==> src/rtl/fetch_decode.sv <==
// Multi-cycle RISC-V (subset) fetch/decode controller: owns the PC, fetches over req/ack, drives the datapath control bus.
// Optional feature macro FD_INSTRET_EN: when defined, instret counts retired instructions; otherwise instret is tied to 0.
module fetch_decode #(
    parameter int NBITS      = 8,
    parameter int NREGS      = 32,
    parameter int WIDTH_ALUF = 4,
    localparam int RW        = $clog2(NREGS)
) (
    input  logic                  clock,
    input  logic                  reset,
    output logic [NBITS-1:0]      imem_addr,
    output logic                  imem_req,
    input  logic                  imem_ack,
    input  logic [31:0]           imem_rdata,
    output logic [RW-1:0]         RS1,
    output logic [RW-1:0]         RS2,
    output logic [RW-1:0]         RD,
    output logic [NBITS-1:0]      IMM,
    output logic [WIDTH_ALUF-1:0] ALUControl,
    output logic                  ALUSrc,
    output logic                  MemtoReg,
    output logic                  RegWrite,
    output logic                  link,
    output logic [NBITS-1:0]      pclink,
    input  logic [NBITS-1:0]      PCReg,
    input  logic                  Zero,
    input  logic                  Neg,
    input  logic                  Carry,
    output logic                  halted,
    output logic                  illegal,
    output logic [NBITS-1:0]      instret,
    output logic [1:0]            dbg_state_o
);

    typedef enum logic [1:0] {S_IDLE, S_FETCH, S_EXEC, S_HALT} state_t;

    // imem handshake: imem_req is high throughout FETCH with imem_addr held at the PC;
    // the word on imem_rdata is taken in the first FETCH cycle where imem_ack is high.
    state_t             state_q;
    logic [NBITS-1:0]   pc_q;
    logic [31:0]        ir_q;
    logic               illegal_q;
    logic               req_q;
    logic               halted_q;

    logic [6:0]  opcode;
    logic [2:0]  funct3;
    logic [6:0]  funct7;
    logic [31:0] imm_i, imm_b, imm_j, imm_sel;
    logic        is_addi, is_add, is_sub, is_jal, is_jalr, is_beq, is_bne, is_branch, is_ebreak;
    logic        legal, writes_rd, branch_taken, in_exec;
    logic [NBITS-1:0] pc_plus4, jalr_sum, pc_d;
    logic        unused_ok;

    assign opcode = ir_q[6:0];
    assign funct3 = ir_q[14:12];
    assign funct7 = ir_q[31:25];

    assign imm_i = {{20{ir_q[31]}}, ir_q[31:20]};
    assign imm_b = {{19{ir_q[31]}}, ir_q[31], ir_q[7], ir_q[30:25], ir_q[11:8], 1'b0};
    assign imm_j = {{11{ir_q[31]}}, ir_q[31], ir_q[19:12], ir_q[20], ir_q[30:21], 1'b0};

    assign is_addi   = (opcode == 7'b0010011) && (funct3 == 3'b000);
    assign is_add    = (opcode == 7'b0110011) && (funct3 == 3'b000) && (funct7 == 7'b0000000);
    assign is_sub    = (opcode == 7'b0110011) && (funct3 == 3'b000) && (funct7 == 7'b0100000);
    assign is_jal    = (opcode == 7'b1101111);
    assign is_jalr   = (opcode == 7'b1100111) && (funct3 == 3'b000);
    assign is_beq    = (opcode == 7'b1100011) && (funct3 == 3'b000);
    assign is_bne    = (opcode == 7'b1100011) && (funct3 == 3'b001);
    assign is_branch = is_beq || is_bne;
    assign is_ebreak = (ir_q == 32'h0010_0073);

    assign legal        = is_addi || is_add || is_sub || is_jal || is_jalr || is_branch || is_ebreak;
    assign writes_rd    = is_addi || is_add || is_sub || is_jal || is_jalr;
    assign branch_taken = (is_beq && Zero) || (is_bne && !Zero);
    assign in_exec      = (state_q == S_EXEC);

    assign pc_plus4 = pc_q + NBITS'(4);
    assign jalr_sum = PCReg + imm_i[NBITS-1:0];

    always_comb begin
        pc_d = pc_plus4;
        if (is_jal)
            pc_d = pc_q + imm_j[NBITS-1:0];
        else if (is_jalr)
            pc_d = {jalr_sum[NBITS-1:1], 1'b0};
        else if (branch_taken)
            pc_d = pc_q + imm_b[NBITS-1:0];
    end

    always_comb begin
        imm_sel = imm_i;
        if (is_jal)
            imm_sel = imm_j;
        else if (is_branch)
            imm_sel = imm_b;
    end

    // Control outputs are qualified by EXEC so the datapath sees a quiet bus while fetching.
    assign RS1        = ir_q[15 +: RW];
    assign RS2        = ir_q[20 +: RW];
    assign RD         = ir_q[7 +: RW];
    assign IMM        = imm_sel[NBITS-1:0];
    assign ALUSrc     = in_exec && is_addi;
    assign ALUControl = (in_exec && (is_sub || is_branch)) ? WIDTH_ALUF'(1) : '0;
    assign MemtoReg   = 1'b0;
    assign RegWrite   = in_exec && writes_rd && (RD != '0);
    assign link       = in_exec && (is_jal || is_jalr);
    assign pclink     = pc_plus4;

    assign imem_addr   = pc_q;
    assign imem_req    = req_q;
    assign halted      = halted_q;
    assign illegal     = illegal_q;
    assign dbg_state_o = state_q;

    always_ff @(posedge clock) begin
        if (reset) begin
            state_q   <= S_IDLE;
            pc_q      <= '0;
            ir_q      <= 32'h0000_0013;
            illegal_q <= 1'b0;
            req_q     <= 1'b0;
            halted_q  <= 1'b0;
        end else begin
            case (state_q)
                S_IDLE: begin
                    state_q <= S_FETCH;
                    req_q   <= 1'b1;
                end
                S_FETCH: begin
                    if (imem_ack) begin
                        ir_q    <= imem_rdata;
                        state_q <= S_EXEC;
                        req_q   <= 1'b0;
                    end
                end
                S_EXEC: begin
                    if (!legal || is_ebreak) begin
                        illegal_q <= illegal_q || !legal;
                        halted_q  <= 1'b1;
                        state_q   <= S_HALT;
                    end else begin
                        pc_q    <= pc_d;
                        req_q   <= 1'b1;
                        state_q <= S_FETCH;
                    end
                end
                S_HALT: state_q <= S_HALT;
                default: begin
                    state_q <= S_IDLE;
                    req_q   <= 1'b0;
                end
            endcase
        end
    end

`ifdef FD_INSTRET_EN
    logic [NBITS-1:0] instret_q;

    always_ff @(posedge clock) begin
        if (reset)
            instret_q <= '0;
        else if (in_exec && legal && !is_ebreak)
            instret_q <= instret_q + NBITS'(1);
    end

    assign instret = instret_q;
`else
    assign instret = '0;
`endif

    // Neg/Carry are not needed by any supported instruction; immediates are only partly consumed.
    assign unused_ok = ^{Neg, Carry, imm_i, imm_b, imm_j};

endmodule

==> config.mk <==
export PLATFORM = sky130hd
export DESIGN_NAME = fetch_decode
export DESIGN_NICKNAME = d
export VERILOG_FILES = /design/src/rtl/fetch_decode.sv
export SDC_FILE = /design/constraint.sdc
export NUM_CORES = 1
export LEC_CHECK = 0
export CORE_ASPECT_RATIO = 0.7
export CORE_MARGIN = 10
export CORE_UTILIZATION = 45
export CTS_CLUSTER_DIAMETER = 50
export CTS_CLUSTER_SIZE = 30
export DETAILED_ROUTE_END_ITERATION = 8
export GPL_ROUTABILITY_DRIVEN = 0
export PLACE_DENSITY = 0.9
export REMOVE_ABC_BUFFERS = 1
export SETUP_SLACK_MARGIN = 0.4
export SYNTH_ARGS = -nofsm -noshare
export SYNTH_HDL_FRONTEND = slang
export SYNTH_SLANG_ARGS = --single-unit
export TNS_END_PERCENT = 20
==> constraint.sdc <==
create_clock -name clock -period 3.6 [get_ports clock]
set_clock_uncertainty 0.2 [all_clocks]
set_input_delay 0.54 -clock clock [delete_from_list [all_inputs] [get_ports clock]]
set_output_delay 0.54 -clock clock [all_outputs]
set_load 0.05 [all_outputs]
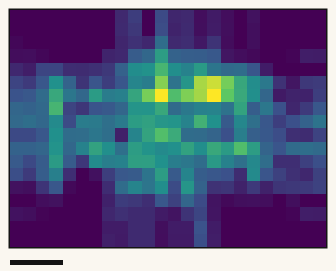
Figure 1: run 1, signal metal coverage by tile.
Scale bar: 20 µm. The die is cut into 24 by 18 equal tiles; dark purple is low, yellow is high, scaled to the fullest tile. Values are wire area over tile area, all layers added.
nearly empty tiles	25%
fullest tile	0.66
mean over tiles	0.15
emptiest ninth of the die	south-west
tiles over half the peak	12%
routed wirelength normalized by instance count: 17.0 µm
Total GRT Usage: 17.1%
vias after detailed routing: 3052
DRT Wirelength: 9570 µm

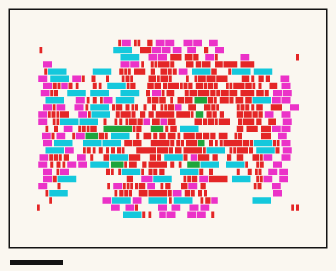
Figure 2: run 1, placement by cell class.
Scale bar: 20 µm.
color	class	cells	share of their area
green	clock drivers and dummy loads	8	2.9%
cyan	flops	44	22%
red	combinational and other logic	321	51%
magenta	other buffers and delay cells	95	24%

==> summary.rpt, run 1 <==
CLOCKING
------------------------------------------------------------------------------------
Count of clock tree sinks .............................................           44
Number of post-CTS setup repair buffers ...............................            0
Total CTS buffers .....................................................            5
Maximum root-to-sink buffer count .....................................            2
Number of cells upsized or downsized after cts ........................            1
Number of H-tree branching levels .....................................            2
TritonCTS clock tree ..................................................        built
Latest clock arrival within the worst-skew pair .......................      0.31 ns
Number of hold-repair buffers added at the cts stage ..................            0
Clk Tree Root Cell ....................................................     clkbuf_8
Clock transition at path regs .........................................      0.09 ns

YOSYS
------------------------------------------------------------------------------------
Post-Synthesis Cells ..................................................          401
Area contributors post-synth .......................................... dfxtp_1 28%, nand2_1 9.5%, buf_4 7.9%
Most frequent cells after synthesis ................................... 80 x nand2_1, 47 x a21oi_1, 44 x dfxtp_1, 33 x buf_4, 22 x nor2_1
Yosys stat chip area ..................................................     3150 µm²
Yosys warning total ...................................................            0
Post-synthesis sequential area ratio ..................................        27.9%
Post-Synthesis Cell Area ..............................................     3150 µm²
Proportion of synthesized flip-flops having asynchronous set or reset .           0%
Cell with the most instances after synthesis ..........................      nand2_1
Most common reg cell ..................................................      dfxtp_1
Distinct cells, synth .................................................           59
Post-synthesis cell type with the largest combined area ...............      dfxtp_1
Average cell area after synthesis .....................................     7.87 µm²
Number of synthesized flops with an enable pin ........................            0
Top-area cell share ...................................................        27.9%
Register bit total from synthesis .....................................           44
Post-synthesis cell count from yosys ..................................          401

TIMING
------------------------------------------------------------------------------------
Part of the cycle the worst path needs ................................        95.3%
Min Tclk post-route ...................................................      3.43 ns
Measured slew at the worst slew-check pin .............................     0.789 ns
Slew Limit Headroom ...................................................        47.3%
Crit path setup slack, layout .........................................     0.168 ns
Pins Over Slew Limit ..................................................            0
Highest attainable clock frequency ....................................    0.291 GHz
Setup violation total in the final timing report ......................            0
RSZ-0062 raised after global routing ..................................          yes
Final Hold Fails ......................................................            0

FLOORPLANNING
------------------------------------------------------------------------------------
Total number of placement rows ........................................           25
DIE WIDTH .............................................................       120 µm
Core Box Area .........................................................     6790 µm²
Share of the core filled by cells before placement ....................        46.5%
Die y size ............................................................      90.0 µm

WORST SETUP PATH
------------------------------------------------------------------------------------
Critical Path Source ..................................................      ir_q[6]
Reg-to-Reg Start ...................................................... imem_addr[2]
Worst setup path category ............................................. flip-flop to primary output
Req. time, crit path ..................................................      2.86 ns
Type of element capturing the critical path ........................... primary output
CP Data Arrival Time ..................................................      2.69 ns
Largest fanout on the critical path ...................................           13
Worst setup SP type ...................................................    flip-flop

GLOBAL ROUTING
------------------------------------------------------------------------------------
Met3 usage in global routing ..........................................        6.37%
Initial antenna violation count .......................................            0
Grt met2 use ..........................................................        29.0%
Vias in the first global route ........................................         3149
Fraction of met1 tracks used by global routing ........................        19.9%
Largest net degree at the start of global routing .....................           34
Gr ovfl total .........................................................            0
Global routing's busiest layer ........................................         met2

PLACE
------------------------------------------------------------------------------------
Setup WS pre-CTS ......................................................     0.467 ns
Port buffer count .....................................................           89
Post-detail-place hpwl ................................................      7620 µm

FINISH
------------------------------------------------------------------------------------
Commonest cells after routing, fill and taps aside .................... 86 x clkdlybuf4s50_1, 80 x nand2_1, 47 x a21oi_1
Area growth from synthesis to layout ..................................        28.5%
Net total in the final layout .........................................          533
Commonest non-fill, non-tap cell in the layout ........................ clkdlybuf4s50_1
Fraction of final layout cells with drive strength greater than 1 .....        7.69%

HOLD PATH
------------------------------------------------------------------------------------
Worst hold start ......................................................     ir_q[29]
Type of the tightest min-delay check .................................. flip-flop to flip-flop

ROUTE
------------------------------------------------------------------------------------
Number of detailed-route iterations in the first pass .................            5
Uppermost signal routing layer after detailed routing .................         met4
1st-iter DRT viols ....................................................          205
Met3 wire length ......................................................      1020 µm
Met1 Wirelength .......................................................      3910 µm
Antenna Violating Nets Remaining ......................................            0
Met2 wire length ......................................................      4540 µm
DRC violation count after routing .....................................            0
DR vias/cell ..........................................................         5.43

POWER AND IR DROP
------------------------------------------------------------------------------------
Peak ir drop on the vdd network .......................................       231 µV
Lkg Pwr ...............................................................      1.61 nW
Power Density .........................................................   335 nW/µm²

OUTCOME
------------------------------------------------------------------------------------
Run status ............................................................ finished, final reports clean

FLOW RUN
------------------------------------------------------------------------------------
Total number of warnings across the stage logs ........................           29
Number of max-cap violations ..........................................            0

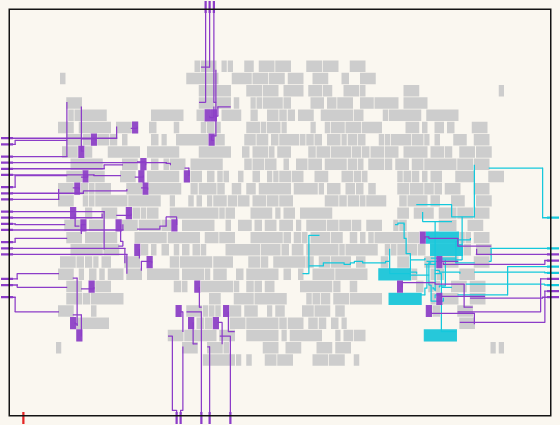
Figure 3: run 1, port wiring.
color	port	bits	direction	end cells	buffers
purple	imem_rdata	32	input	32	32
cyan	RD	5	output	5	5
red	Neg	1	input	0	0

## run 1: flip-flops by register name (all words and copies together) (netlist names)
name         count
imem_addr        7
dbg_state_o      2
halted           1
imem_req         1
illegal          1
ir_q            32
## run 1: through the flow
| stage | std cells | util (%) | hold slack [ns] | power (mW) | cell area, µm² |
|---|---|---|---|---|---|
| 2_1_floorplan | 365 | - | 0.230 | 0.812 | 2880 |
| 3_3_place_gp | 554 | 58.0 | 0.245 | 0.948 | 3940 |
| 3_5_place_dp | 554 | 58.0 | 0.254 | 0.962 | 3940 |
| 4_1_cts | 562 | 59.7 | 0.267 | 1.36 | 4050 |
| 5_1_grt | 562 | 59.7 | 0.295 | 1.41 | 4050 |
| 6_report | 562 | 59.7 | 0.261 | 1.36 | 4050 |
## run 1: power breakdown
part / switching [mW] / internal [mW] / total [mW]
logic: 0.254 / 0.155 / 0.409
clock network: 0.194 / 0.209 / 0.403
registers: 0.0326 / 0.512 / 0.544
## run 1: final cells by class
cell class,instances,area (µm²)
clock inverter,3,46.3
tap,94,118
multi-input combinational,311,1970
sequential,44,881
inverter,10,37.5
timing repair buffer,95,935
fill,627,2730
clock buffer,5,68.8
## run 1: worst max-delay path, stage by stage, from the launching register on
cell	delay, ns
dfxtp_1	0.46
and4bb_2	0.28
and3_1	0.54
mux2_2	0.40
clkdlybuf4s50_1	0.70
## run 1: path summary, 6_finish.rpt
path | end | slack, ns | depth (start not counted)
setup reg to reg | imem_addr[5] | 1.02 | 8
hold / removal | ir_q[29] | 0.26 | 2
setup / recovery | IMM[4] | 0.17 | 4
hold reg to reg | ir_q[29] | 0.26 | 2
## run 1: cells by family after synthesis
kind of cell / synth area share [%]
simple gates: 24.8
xor+xnor: 4.17
other cells: 0.119
mux: 1.67
buf+inv: 11.3
flops: 27.9
fa+ha+maj: 8.65
compound gates: 21.4
==> inputs of run 2 (changes only) <==
- SLEW_MARGIN: unset -> 10
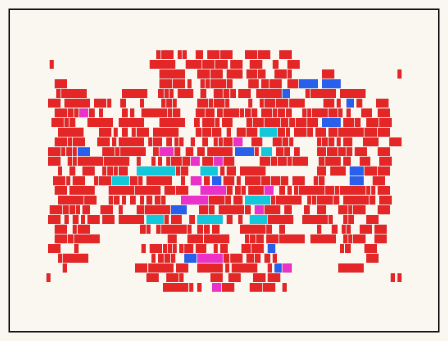
Figure 4: run 2, cells by drive strength.
color	size	cells	share
magenta	_3 and _4 cells	13	2.8%
red	_0 and _1 cells	432	92%
blue	_2 cells	14	3.0%
cyan	_6 and larger	9	1.9%

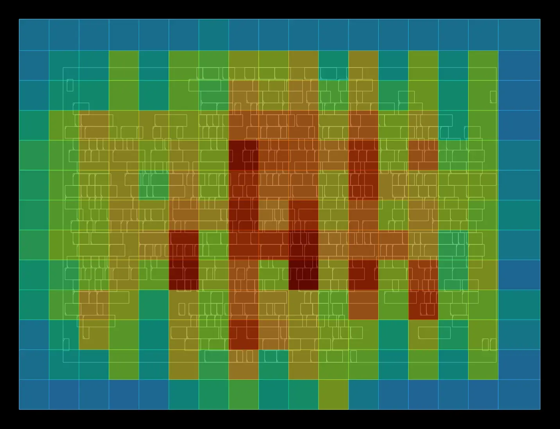
Figure 5: run 2, routing congestion map.
global routing's busiest layer: met2
core occupancy in the finished layout: 59.7%
grt met2 use: 29.0%
met3 usage in global routing: 6.37%
fraction of met1 tracks used by global routing: 19.9%

==> run 2 against run 1 <==
Cell count unchanged. Cell area stayed put. Core utilization unchanged. Setup slack unchanged. Register-to-register slack is essentially flat. Area after synthesis unchanged. Worst hold slack unchanged. Via count unchanged. Fmax unchanged. Synthesized cell count is the same. Highest routed layer unchanged. Combinational power hardly changed.
==> summary.rpt, run 2 <==
OUTCOME
-----------------------------------------------------------------------------------------------------------------
Run status ......................................................................................... finished, final reports clean   unchanged

ROUTE
-----------------------------------------------------------------------------------------------------------------
DRC violation count after routing ..................................................................            0   unchanged
DR vias/cell .......................................................................................         5.43   unchanged
DRT Wirelength .....................................................................................      9570 µm   unchanged
Number of detailed-route iterations in the first pass ..............................................            5   unchanged
Vias after detailed routing ........................................................................         3052   unchanged
Routed wirelength normalized by instance count .....................................................      17.0 µm   unchanged
Antenna Violating Nets Remaining ...................................................................            0   unchanged

YOSYS
-----------------------------------------------------------------------------------------------------------------
Simple share .......................................................................................        24.8%   unchanged
Post-synthesis cell count from yosys ...............................................................          401   unchanged
Top logic family ................................................................................... simple AND/OR/NAND/NOR gates   unchanged
Average cell area after synthesis ..................................................................     7.87 µm²   unchanged
Post-Synthesis Cell Area ...........................................................................     3150 µm²   unchanged
Post-synthesis cell type with the largest combined area ............................................      dfxtp_1   unchanged
AND-OR/OR-AND Cells, Area Fraction .................................................................        21.4%   unchanged
Post-synthesis mux area share ......................................................................        1.67%   unchanged
Post-synthesis sequential area ratio ...............................................................        27.9%   unchanged
Parity-gate share of the synthesized area counting xor and xnor cells ..............................        4.17%   unchanged
Post-Synthesis Cells ...............................................................................          401   unchanged
Yosys stat chip area ...............................................................................     3150 µm²   unchanged
Area contributors post-synth ....................................................................... dfxtp_1 28%, nand2_1 9.5%, buf_4 7.9%   unchanged
Cell with the most instances after synthesis .......................................................      nand2_1   unchanged
Arithmetic-cell share of the synthesized area counting full adders, half adders and majority gates .        8.65%   unchanged
Register bit total from synthesis ..................................................................           44   unchanged
Number of synthesized flops with an enable pin .....................................................            0   unchanged
Proportion of synthesized flip-flops having asynchronous set or reset ..............................           0%   unchanged
Yosys warning total ................................................................................            0   unchanged
Most frequent cells after synthesis ................................................................ 80 x nand2_1, 47 x a21oi_1, 44 x dfxtp_1, 33 x buf_4, 22 x nor2_1   unchanged
Most common reg cell ...............................................................................      dfxtp_1   unchanged

CLOCKING
-----------------------------------------------------------------------------------------------------------------
Total CTS buffers ..................................................................................            5   unchanged
Number of hold-repair buffers added at the cts stage ...............................................            0   unchanged
Clk Tree Root Cell .................................................................................     clkbuf_8   unchanged
Clock transition at path regs ......................................................................      0.09 ns   about the same
Latest clock arrival within the worst-skew pair ....................................................      0.31 ns   about the same
Number of post-CTS setup repair buffers ............................................................            0   unchanged
TritonCTS clock tree ...............................................................................        built   unchanged
Maximum root-to-sink buffer count ..................................................................            2   unchanged
Number of H-tree branching levels ..................................................................            2   unchanged
Count of clock tree sinks ..........................................................................           44   unchanged

PLACE
-----------------------------------------------------------------------------------------------------------------
Setup WS pre-CTS ...................................................................................     0.467 ns   unchanged
Port buffer count ..................................................................................           89   unchanged
Post-placement cell count ..........................................................................          554   unchanged

WORST SETUP PATH
-----------------------------------------------------------------------------------------------------------------
Worst path cell trace .............................................................................. and4bb_2, and3_1, mux2_2, clkdlybuf4s50_1   unchanged
Type of element capturing the critical path ........................................................ primary output   unchanged
Worst setup SP type ................................................................................    flip-flop   unchanged
Critical Path Max Stage Delay ......................................................................      0.70 ns   about the same
Kind of cell adding the most delay to the critical path ............................................ simple AND/OR/NAND/NOR gates   unchanged
Req. time, crit path ...............................................................................      2.86 ns   about the same
CP Data Arrival Time ...............................................................................      2.69 ns   about the same
Cell with the biggest individual delay on the critical path ........................................ clkdlybuf4s50_1   unchanged
Largest fanout on the critical path ................................................................           13   unchanged
Worst setup path category .......................................................................... flip-flop to primary output   unchanged
Count of buffer and inverter cells on the critical path ............................................            1   unchanged
Reg-to-Reg Start ................................................................................... imem_addr[2]   unchanged
Critical Path Source ...............................................................................      ir_q[6]   unchanged

FINISH
-----------------------------------------------------------------------------------------------------------------
Largest register by flop count .....................................................................         ir_q   unchanged
Final instance count without filler cells ..........................................................          562   unchanged
Commonest non-fill, non-tap cell in the layout ..................................................... clkdlybuf4s50_1   unchanged
Commonest cells after routing, fill and taps aside ................................................. 86 x clkdlybuf4s50_1, 80 x nand2_1, 47 x a21oi_1   unchanged
Fraction of final layout cells with drive strength greater than 1 ..................................        7.69%   unchanged
Area growth from synthesis to layout ...............................................................        28.5%   unchanged
Net total in the final layout ......................................................................          533   unchanged

HOLD PATH
-----------------------------------------------------------------------------------------------------------------
Worst hold start ...................................................................................     ir_q[29]   unchanged

FLOORPLANNING
-----------------------------------------------------------------------------------------------------------------
Die y size .........................................................................................      90.0 µm   unchanged
Top Ports ..........................................................................................          106   unchanged
Share of the core filled by cells before placement .................................................        46.5%   unchanged
DIE WIDTH ..........................................................................................       120 µm   unchanged

TIMING
-----------------------------------------------------------------------------------------------------------------
Final Hold Fails ...................................................................................            0   unchanged
Part of the cycle the worst path needs .............................................................        95.3%   unchanged
RSZ-0062 raised after global routing ...............................................................          yes   unchanged
Measured slew at the worst slew-check pin ..........................................................     0.789 ns   unchanged
Minimum hold slack .................................................................................     0.261 ns   unchanged
Pins Over Slew Limit ...............................................................................            0   unchanged
Min Tclk post-route ................................................................................      3.43 ns   unchanged
Crit path setup slack, layout ......................................................................     0.168 ns   unchanged

GLOBAL ROUTING
-----------------------------------------------------------------------------------------------------------------
Largest net degree at the start of global routing ..................................................           34   unchanged
Gr ovfl total ......................................................................................            0   unchanged
Initial antenna violation count ....................................................................            0   unchanged
Vias in the first global route .....................................................................         3149   unchanged

POWER AND IR DROP
-----------------------------------------------------------------------------------------------------------------
Power Density ......................................................................................   335 nW/µm²   unchanged
Lkg Pwr ............................................................................................      1.61 nW   unchanged
Peak ir drop on the vdd network ....................................................................       231 µV   unchanged

FLOW RUN
-----------------------------------------------------------------------------------------------------------------
Total number of warnings across the stage logs .....................................................           29   unchanged
Number of max-cap violations .......................................................................            0   unchanged

-- run 2: repair_timing --
action | in CTS | in global routing
gates resized | 1 | 1
hold endpoints to repair | 0 | 0
setup endpoints to repair | 8 | 8
-- run 2: per-layer routing --
layer  global-route usage [%]  up-vias  share of wire, %
met4                     4.11        0               1.0
met1                     19.9     1434                41
met2                     29.0      117                47
met5                        0        -                 0
met3                     6.37       11                11
li1                         -     1490                 -
-- run 2: path summary, 6_finish.rpt --
| check | to | slack [ns] | cells past startpoint |
|---|---|---|---|
| setup / recovery | IMM[4] | 0.17 | 4 |
| hold / removal | ir_q[29] | 0.26 | 2 |
| hold reg to reg | ir_q[29] | 0.26 | 2 |
| setup reg to reg | imem_addr[5] | 1.02 | 8 |
-- run 2: power by group --
group / switching (mW) / total, mW / internal [mW]
logic: 0.254 / 0.409 / 0.155
clock network: 0.194 / 0.403 / 0.209
registers: 0.0326 / 0.544 / 0.512
total: 0.481 / 1.36 / 0.876
-- run 2: final cells by class --
type,count,area [µm²]
multi-input cells,311,1970
clock buffers,5,68.8
flip-flops and latches,44,881
well taps,94,118
clock inverters,3,46.3
repair buffers,95,935
inverters,10,37.5
fillers,627,2730
-- run 2: stage by stage --
step | power (mW) | util, % | cell area, µm²
3_3_place_gp | 0.948 | 58.0 | 3940
2_1_floorplan | 0.812 | - | 2880
4_1_cts | 1.36 | 59.7 | 4050
3_5_place_dp | 0.962 | 58.0 | 3940
5_1_grt | 1.41 | 59.7 | 4050
6_report | 1.36 | 59.7 | 4050
-- run 2: worst register-to-register path, stage by stage (launching register included) --
cell and delay [ns]:
dfxtp_1 0.51, inv_1 0.19, fa_1 0.48, nor2b_1 0.19, o21ai_0 0.10, a211oi_1 0.22, a211oi_1 0.08, a211o_1 0.28
a311oi_2 0.25
==> inputs of run 3 (changes only) <==
- CORE_MARGIN: 10 -> 2
- GPL_ROUTABILITY_DRIVEN: 0 -> unset
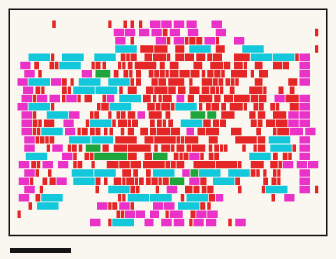
Figure 6: run 3, placement by cell class.
Scale bar: 20 µm.
color	class	cells	share of their area
green	clock drivers and dummy loads	8	2.9%
red	combinational and other logic	321	51%
cyan	flops	44	22%
magenta	other buffers and delay cells	95	24%
core occupancy in the finished layout: 60.1%
post-route cell area: 4060 µm²

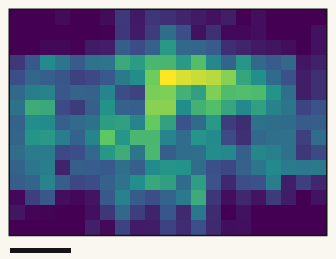
Figure 7: run 3, signal metal coverage by tile.
Scale bar: 20 µm. The die is cut into 21 by 15 equal tiles; dark purple is low, yellow is high, scaled to the fullest tile. Values are wire area over tile area, all layers added.
fullest tile	0.64
nearly empty tiles	14%
densest ninth of the die	center
mean over tiles	0.18
Total GRT Usage: 22.3%
vias after detailed routing: 3053
DRT Wirelength: 8560 µm
routed wirelength normalized by instance count: 15.2 µm

==> run 3 against run 2 <==
Area after synthesis did not move. Critical path depth unchanged. Routed wire length down 11%. Synthesized cell count unchanged. Core utilization increased by 0.33 points. Non-clock buffer count did not move. First-iteration DRC count up 22%. Clock power hardly changed. Count of clock-buffer cells in the layout did not move. Cell count unchanged. Sequential power about the same. Critical path type unchanged.
==> summary.rpt, run 3 <==
YOSYS
-----------------------------------------------------------------------------------------------------------------
Distinct cells, synth ..............................................................................           59   unchanged
Yosys warning total ................................................................................            0   unchanged
Area contributors post-synth ....................................................................... dfxtp_1 28%, nand2_1 9.5%, buf_4 7.9%   unchanged
Most frequent cells after synthesis ................................................................ 80 x nand2_1, 47 x a21oi_1, 44 x dfxtp_1, 33 x buf_4, 22 x nor2_1   unchanged
Post-Synthesis Cells ...............................................................................          401   unchanged
Top-area cell share ................................................................................        27.9%   unchanged
Yosys stat chip area ...............................................................................     3150 µm²   unchanged
Post-synthesis sequential area ratio ...............................................................        27.9%   unchanged
Most common reg cell ...............................................................................      dfxtp_1   unchanged
Proportion of synthesized flip-flops having asynchronous set or reset ..............................           0%   unchanged
Post-Synthesis Cell Area ...........................................................................     3150 µm²   unchanged
Register bit total from synthesis ..................................................................           44   unchanged
Average cell area after synthesis ..................................................................     7.87 µm²   unchanged
Post-synthesis cell count from yosys ...............................................................          401   unchanged
Post-synthesis mux area share ......................................................................        1.67%   unchanged
Parity-gate share of the synthesized area counting xor and xnor cells ..............................        4.17%   unchanged
Top logic family ................................................................................... simple AND/OR/NAND/NOR gates   unchanged
Simple share .......................................................................................        24.8%   unchanged
Post-synthesis cell type with the largest combined area ............................................      dfxtp_1   unchanged
Arithmetic-cell share of the synthesized area counting full adders, half adders and majority gates .        8.65%   unchanged
AND-OR/OR-AND Cells, Area Fraction .................................................................        21.4%   unchanged
Cell with the most instances after synthesis .......................................................      nand2_1   unchanged
Number of synthesized flops with an enable pin .....................................................            0   unchanged

HOLD PATH
-----------------------------------------------------------------------------------------------------------------
Type of the tightest min-delay check ............................................................... flip-flop to flip-flop   unchanged

ROUTE
-----------------------------------------------------------------------------------------------------------------
DRC violation count after routing ..................................................................            0   unchanged
DR vias/cell .......................................................................................         5.43   about the same
Number of detailed-route iterations in the first pass ..............................................            5   unchanged
Antenna Violating Nets Remaining ...................................................................            0   unchanged
1st-iter DRT viols .................................................................................          251   was 205

GLOBAL ROUTING
-----------------------------------------------------------------------------------------------------------------
Vias in the first global route .....................................................................         2895   was 3149
Global-route wire length before repair .............................................................     13700 µm   was 15500 µm
Gr ovfl total ......................................................................................            0   unchanged
Largest net degree at the start of global routing ..................................................           34   unchanged
Initial antenna violation count ....................................................................            0   unchanged

FLOORPLANNING
-----------------------------------------------------------------------------------------------------------------
Core Box Area ......................................................................................     6760 µm²   was 6790 µm²
Total number of placement rows .....................................................................           25   unchanged
Die y size .........................................................................................      74.0 µm   was 90.0 µm
Top Ports ..........................................................................................          106   unchanged
Chip area ..........................................................................................     7710 µm²   was 10800 µm²
Share of the core filled by cells before placement .................................................        46.7%   was 46.5%
DIE WIDTH ..........................................................................................       104 µm   was 120 µm

WORST SETUP PATH
-----------------------------------------------------------------------------------------------------------------
Largest fanout on the critical path ................................................................           13   unchanged
Count of buffer and inverter cells on the critical path ............................................            1   unchanged
Type of element capturing the critical path ........................................................ primary output   unchanged
Req. time, crit path ...............................................................................      2.86 ns   about the same
Cell with the biggest individual delay on the critical path ........................................ clkdlybuf4s50_1   unchanged
Worst setup SP type ................................................................................    flip-flop   unchanged
Worst setup path category .......................................................................... flip-flop to primary output   unchanged
Critical Path Max Stage Delay ......................................................................      0.70 ns   about the same
Worst path cell trace .............................................................................. and4bb_2, and3_2, mux2_2, clkdlybuf4s50_1   was and4bb_2, and3_1, mux2_2, clkdlybuf4s50_1
Kind of cell adding the most delay to the critical path ............................................ buffers and inverters   was simple AND/OR/NAND/NOR gates
CP Data Arrival Time ...............................................................................      2.54 ns   was 2.69 ns

FINISH
-----------------------------------------------------------------------------------------------------------------
Largest register by flop count .....................................................................         ir_q   unchanged
Number of filler cells placed in the layout ........................................................          624   was 627
Net total in the final layout ......................................................................          533   unchanged
Area growth from synthesis to layout ...............................................................        28.6%   was 28.5%
Number of antenna cells inserted ...................................................................            0   unchanged
Commonest non-fill, non-tap cell in the layout ..................................................... clkdlybuf4s50_1   unchanged
Multi-input combinational cell area ................................................................     1970 µm²   about the same
Largest register FFs ...............................................................................           32   unchanged
Commonest cells after routing, fill and taps aside ................................................. 84 x clkdlybuf4s50_1, 80 x nand2_1, 47 x a21oi_1   was 86 x clkdlybuf4s50_1, 80 x nand2_1, 47 x a21oi_1
Sequential cell area ...............................................................................      881 µm²   unchanged
Fraction of final layout cells with drive strength greater than 1 ..................................        7.69%   unchanged
Final instance count without filler cells ..........................................................          562   unchanged

PLACE
-----------------------------------------------------------------------------------------------------------------
Post-detail-place hpwl .............................................................................      6650 µm   was 7620 µm
Post-placement cell count ..........................................................................          554   unchanged
Final weighted congestion of routability-driven global placement ...................................        0.914
Port buffer count ..................................................................................           89   unchanged
Post-Place Cell Area ...............................................................................     3940 µm²   about the same
Setup WS pre-CTS ...................................................................................     0.413 ns   was 0.467 ns

CLOCKING
-----------------------------------------------------------------------------------------------------------------
Total CTS buffers ..................................................................................            5   unchanged
Latest clock arrival within the worst-skew pair ....................................................      0.31 ns   about the same
Clk Tree Root Cell .................................................................................     clkbuf_8   unchanged
Clock transition at path regs ......................................................................      0.09 ns   about the same
Number of H-tree branching levels ..................................................................            2   unchanged
Number of hold-repair buffers added at the cts stage ...............................................            0   unchanged
TritonCTS clock tree ...............................................................................        built   unchanged
Maximum root-to-sink buffer count ..................................................................            2   unchanged
Count of clock tree sinks ..........................................................................           44   unchanged

POWER AND IR DROP
-----------------------------------------------------------------------------------------------------------------
Power Density ......................................................................................   333 nW/µm²   was 335 nW/µm²
Lkg Pwr ............................................................................................      1.63 nW   was 1.61 nW
Final total power ..................................................................................      1.35 mW   was 1.36 mW
Peak ir drop on the vdd network ....................................................................       217 µV   was 231 µV

TIMING
-----------------------------------------------------------------------------------------------------------------
Slew Limit Headroom ................................................................................        47.3%   about the same
Measured slew at the worst slew-check pin ..........................................................     0.788 ns   was 0.789 ns
Pins Over Slew Limit ...............................................................................            0   unchanged
Highest attainable clock frequency .................................................................    0.305 GHz   was 0.291 GHz
RSZ-0062 raised after global routing ...............................................................          yes   unchanged
Minimum hold slack .................................................................................     0.268 ns   was 0.261 ns
Crit path setup slack, layout ......................................................................     0.321 ns   was 0.168 ns
Setup violation total in the final timing report ...................................................            0   unchanged
Min Tclk post-route ................................................................................      3.28 ns   was 3.43 ns
Final Hold Fails ...................................................................................            0   unchanged
Part of the cycle the worst path needs .............................................................        91.1%   was 95.3%
Accumulated negative setup slack ...................................................................         0 ns   unchanged

FLOW RUN
-----------------------------------------------------------------------------------------------------------------
Number of max-cap violations .......................................................................            0   unchanged
Total number of warnings across the stage logs .....................................................           29   unchanged

OUTCOME
-----------------------------------------------------------------------------------------------------------------
Run status ......................................................................................... finished, final reports clean   unchanged

-- run 3: final timing paths --
| path | depth (start not counted) | startpoint | endpoint | slack (ns) |
|---|---|---|---|---|
| min | 2 | ir_q[28] | ir_q[28] | 0.27 |
| min reg2reg | 2 | ir_q[28] | ir_q[28] | 0.27 |
| max | 4 | ir_q[6] | IMM[3] | 0.32 |
| max reg2reg | 8 | imem_addr[2] | imem_addr[5] | 0.97 |
-- run 3: metal layers --
layer	vias up	global-route usage, %	routed length, µm
li1	1493	-	-
met1	1416	28.2	3740
met2	130	38.6	3980
met3	14	5.78	744
met4	0	5.86	90
met5	-	0	0
-- run 3: area by class of cell --
| class | count | area share, % |
|---|---|---|
| clock inverter | 3 | 1.14 |
| inverter | 10 | 0.925 |
| multi-input combinational | 311 | 48.5 |
| clock buffer | 5 | 1.70 |
| sequential | 44 | 21.7 |
| tap | 94 | 2.90 |
| timing repair buffer | 95 | 23.1 |
-- run 3: power by group --
| part | internal [mW] | total, mW | switching (mW) | leakage [nW] |
|---|---|---|---|---|
| sequential | 0.512 | 0.544 | 0.0324 | 0.359 |
| combinational | 0.155 | 0.406 | 0.251 | 1.22 |
| clock | 0.209 | 0.403 | 0.193 | 0.0548 |
| total | 0.876 | 1.35 | 0.477 | 1.63 |
-- run 3: kinds of logic after synthesis --
kind of cell | count (synthesis)
buffers and inverters | 59
AND-OR/OR-AND | 102
AND/OR/NAND/NOR | 155
flip-flops | 44
multiplexers | 5
adder cells (fa/ha/maj) | 20
XOR/XNOR | 15
other | 1
-- run 3: repair_timing --
item | 4_1_cts | 5_1_grt
resized | 3 | 3
buffers inserted | 0 | 0
endpoints found under the setup margin | 9 | 10
Power figures rest on the tool's default switching activity, not on a simulated workload.
